[config.mk]
export PLATFORM = sky130hd
export DESIGN_NAME = mc_control_unit
export DESIGN_NICKNAME = d
export VERILOG_FILES = /design/src/rtl/mc_control_unit.sv
export SDC_FILE = /design/constraint.sdc
export NUM_CORES = 1
export LEC_CHECK = 0
export CAP_MARGIN = 15
export CELL_PAD_IN_SITES_DETAIL_PLACEMENT = 1
export CELL_PAD_IN_SITES_GLOBAL_PLACEMENT = 1
export CORE_MARGIN = 3
export CORE_UTILIZATION = 32
export DETAILED_ROUTE_END_ITERATION = 6
export GPL_TIMING_DRIVEN = 0
export PLACE_DENSITY = 0.84
export RECOVER_POWER = 50
export SETUP_SLACK_MARGIN = 0.05
export SYNTH_ARGS = -nofsm -noshare
export SYNTH_HDL_FRONTEND = slang
export SYNTH_SLANG_ARGS = --single-unit
[constraint.sdc]
create_clock -name clk_i -period 1.9 [get_ports clk_i]
set_input_delay 0.475 -clock clk_i [delete_from_list [all_inputs] [get_ports clk_i]]
set_output_delay 0.475 -clock clk_i [all_outputs]
set_load 0.01 [all_outputs]
[src/rtl/mc_control_unit.sv]
// Control FSM, instruction latch and Z/C flag register for the multi-cycle core.
// Walks each instruction through FETCH/DECODE/EXECUTE/WRITEBACK and squashes conditional ops.
module mc_control_unit #(
  parameter int unsigned OPW    = 4,
  parameter int unsigned RAW    = 3,
  parameter int unsigned PC_INC = 1
) (
  input  logic           clk_i,
  input  logic           reset_i,
  input  logic [15:0]    instr_i,
  input  logic           alu_zero_i,
  input  logic           alu_carry_i,
  output logic [1:0]     state_o,
  output logic           ir_write_o,
  output logic           pc_write_o,
  output logic           reg_write_o,
  output logic           mem_write_o,
  output logic           mem_to_reg_o,
  output logic [1:0]     alu_op_o,
  output logic           alusrcb_o,
  output logic           comp_b_o,
  output logic [RAW-1:0] rf_wa_o,
  output logic           zero_o,
  output logic           carry_o,
  output logic           illegal_o
);

  typedef enum logic [1:0] {
    StFetch     = 2'b00,
    StDecode    = 2'b01,
    StExecute   = 2'b10,
    StWriteback = 2'b11
  } state_e;

  localparam logic [OPW-1:0] OpAdi  = OPW'(0);
  localparam logic [OPW-1:0] OpAdd  = OPW'(1);
  localparam logic [OPW-1:0] OpNand = OPW'(2);
  localparam logic [OPW-1:0] OpLhi  = OPW'(3);
  localparam logic [OPW-1:0] OpLw   = OPW'(4);
  localparam logic [OPW-1:0] OpSw   = OPW'(5);

  localparam logic [1:0] AluAdd  = 2'b00;
  localparam logic [1:0] AluNand = 2'b01;
  localparam logic [1:0] AluPass = 2'b10;

  state_e      state_q, state_d;
  logic [15:0] ir_q, ir_d;
  logic        zero_q, zero_d;
  logic        carry_q, carry_d;
  logic        cond_ok_q, cond_ok_d;

  // ---------------------------------------------------------------------------
  // Field decode of the latched instruction
  // ---------------------------------------------------------------------------
  logic [OPW-1:0] opcode;
  logic [1:0]     cz;
  logic           is_adi, is_add, is_nand, is_lhi, is_lw, is_sw;
  logic           is_rtype, legal, cond_ok;
  logic [RAW-1:0] wa;

  always_comb begin
    opcode   = ir_q[15 -: OPW];
    cz       = ir_q[1:0];
    is_adi   = (opcode == OpAdi);
    is_add   = (opcode == OpAdd);
    is_nand  = (opcode == OpNand);
    is_lhi   = (opcode == OpLhi);
    is_lw    = (opcode == OpLw);
    is_sw    = (opcode == OpSw);
    is_rtype = is_add | is_nand;
    legal    = (is_adi | is_add | is_nand | is_lhi | is_lw | is_sw) &
               ~(is_rtype & (cz == 2'b11));
    cond_ok  = (cz == 2'b00) | ((cz == 2'b10) & carry_q) | ((cz == 2'b01) & zero_q);
    wa       = '0;
    if (is_rtype) begin
      wa = ir_q[3 +: RAW];
    end else if (is_adi) begin
      wa = ir_q[6 +: RAW];
    end else if (is_lhi | is_lw) begin
      wa = ir_q[9 +: RAW];
    end
  end

  // ---------------------------------------------------------------------------
  // State register
  // ---------------------------------------------------------------------------
  always_ff @(posedge clk_i or posedge reset_i) begin
    if (reset_i) begin
      state_q   <= StFetch;
      ir_q      <= '0;
      zero_q    <= 1'b0;
      carry_q   <= 1'b0;
      cond_ok_q <= 1'b0;
    end else begin
      state_q   <= state_d;
      ir_q      <= ir_d;
      zero_q    <= zero_d;
      carry_q   <= carry_d;
      cond_ok_q <= cond_ok_d;
    end
  end

  // ---------------------------------------------------------------------------
  // Next-state logic
  // ---------------------------------------------------------------------------
  always_comb begin
    state_d   = state_q;
    ir_d      = ir_q;
    zero_d    = zero_q;
    carry_d   = carry_q;
    cond_ok_d = cond_ok_q;
    unique case (state_q)
      StFetch: begin
        ir_d    = instr_i;
        state_d = StDecode;
      end
      StDecode: begin
        // Condition is sampled against the flags as they stand in DECODE.
        cond_ok_d = cond_ok;
        state_d   = legal ? StExecute : StFetch;
      end
      StExecute: begin
        state_d = (is_rtype && !cond_ok_q) ? StFetch : StWriteback;
      end
      StWriteback: begin
        if (is_add | is_adi | is_nand | is_lw) zero_d  = alu_zero_i;
        if (is_add | is_adi)                   carry_d = alu_carry_i;
        state_d = StFetch;
      end
      default: state_d = StFetch;
    endcase
  end

  // ---------------------------------------------------------------------------
  // Moore outputs; forced low while reset is asserted so an abort is visible at once
  // ---------------------------------------------------------------------------
  always_comb begin
    ir_write_o   = 1'b0;
    pc_write_o   = 1'b0;
    reg_write_o  = 1'b0;
    mem_write_o  = 1'b0;
    mem_to_reg_o = 1'b0;
    alu_op_o     = AluAdd;
    alusrcb_o    = 1'b0;
    comp_b_o     = 1'b0;
    rf_wa_o      = '0;
    illegal_o    = 1'b0;
    if (!reset_i) begin
      unique case (state_q)
        StFetch: begin
          ir_write_o = 1'b1;
          pc_write_o = (PC_INC != 0);
        end
        StDecode: begin
          illegal_o = ~legal;
        end
        StExecute, StWriteback: begin
          alu_op_o  = is_nand ? AluNand : (is_lhi ? AluPass : AluAdd);
          alusrcb_o = is_adi | is_lw | is_sw;
          comp_b_o  = is_rtype & ir_q[2];
          rf_wa_o   = wa;
          if (state_q == StWriteback) begin
            reg_write_o  = ~is_sw;
            mem_write_o  = is_sw;
            mem_to_reg_o = is_lw;
          end
        end
        default: ;
      endcase
    end
  end

  assign state_o = state_q;
  assign zero_o  = zero_q;
  assign carry_o = carry_q;

endmodule
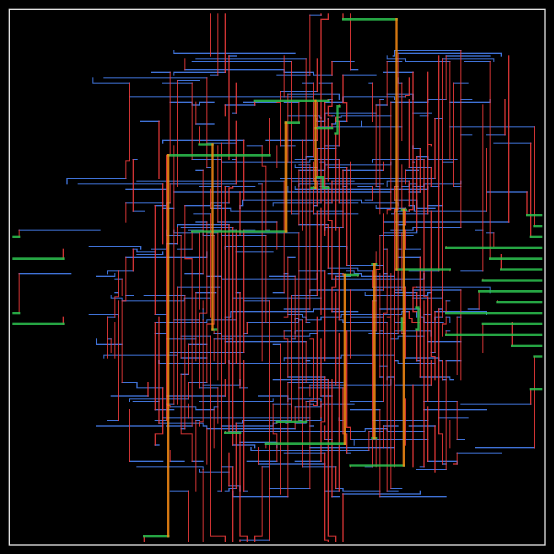
(metal layers overlaid)
Drawn at 8 px/µm.
- green: metal 3 (wire length 189 µm)
- red: metal 2 (wire length 2440 µm)
- orange: metal 4 (wire length 201 µm)
- blue: metal 1 (wire length 1700 µm)

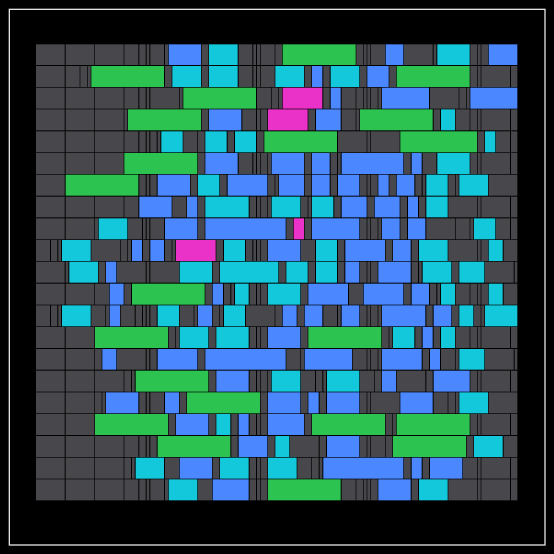
(cell classes on the final placement)
Drawn at 8 px/µm. Fill, decap, tap and diode cells in grey.
- green: flops (cells 21; share of their area 28%)
- magenta: clock drivers and dummy loads (cells 4; share of their area 2.4%)
- blue: combinational and other logic (cells 80; share of their area 41%)
- cyan: other buffers and delay cells (cells 58; share of their area 28%)

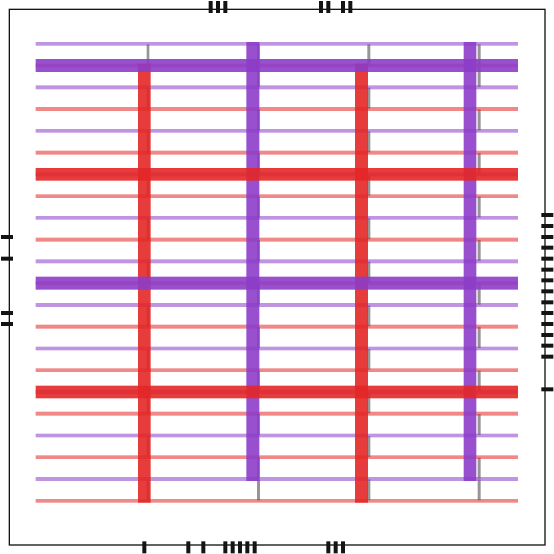
(supply network)
Drawn at 8 px/µm. Pins as bars on the die edge. Tap cells in grey.
- red: VSS
- purple: VDD
- met1 rails: 22
- met4 straps: 4
- rows: 21
- met5 straps: 4

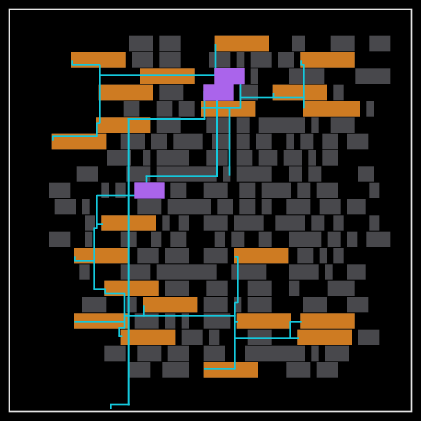
(clock wires, drivers and flops)
Drawn at 6 px/µm.
- purple: clock drivers (count 3)
- orange: flip-flops (count 21)
- cyan: clock wires (length 314 µm)
- routed clock nets: 4

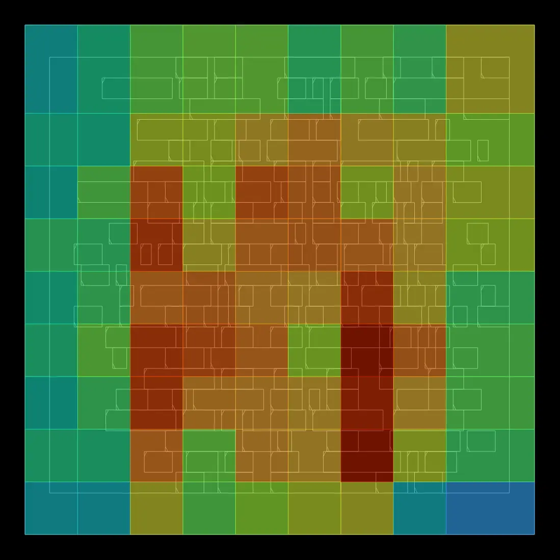
(track usage over the die)
met1 track demand over resource: 0.210
M2 GR Usage: 0.387
Finished Core Util: 0.554
average wire per cell in the routed design: 21.7 µm

==> run summary <==
Purpose: to document the outcome of synthesis and place and route.

Outcome
The flow ran to the end, but the final reports show violations. The final reports fail on setup timing.

Synthesis
Synthesis inferred 21 register bits.

Clocking
The CTS tree is done. In this run, post-CTS hold repair placed 0 buffers. The worst-skew pair later-pin latency is 0.27 ns.

Global route
The met3 track utilization from global routing is 0.0304. The number of antenna violations at the first check in global routing is 0.

Cells and area
The number of fillers in the final layout is 363. The fraction of layout cells with a size suffix above 1 is 0.460. Across the whole layout, storage elements account for 527 µm². The multi-input logic area is 742 µm².

Drt
After detailed routing, no signal wire sits above met4. The first detailed-routing pass took 4 iterations.

Critical path
The timing report lists the critical path depth as 5 cells. The setup check on the worst reg-to-reg path leaves a slack of 0.11 ns. Data on the critical path arrives at its endpoint at 1.70 ns.

Power and ir drop
The combinational share of power is 0.618. The switching component of the power is 0.00135 W.

Timing
The setup-violating endpoint count in the final report is 11. The setup slack of the critical path after layout is -0.271 ns.

Floorplan
The width of the chip is 66.8 µm.
Power is estimated from default activity; no workload was simulated.
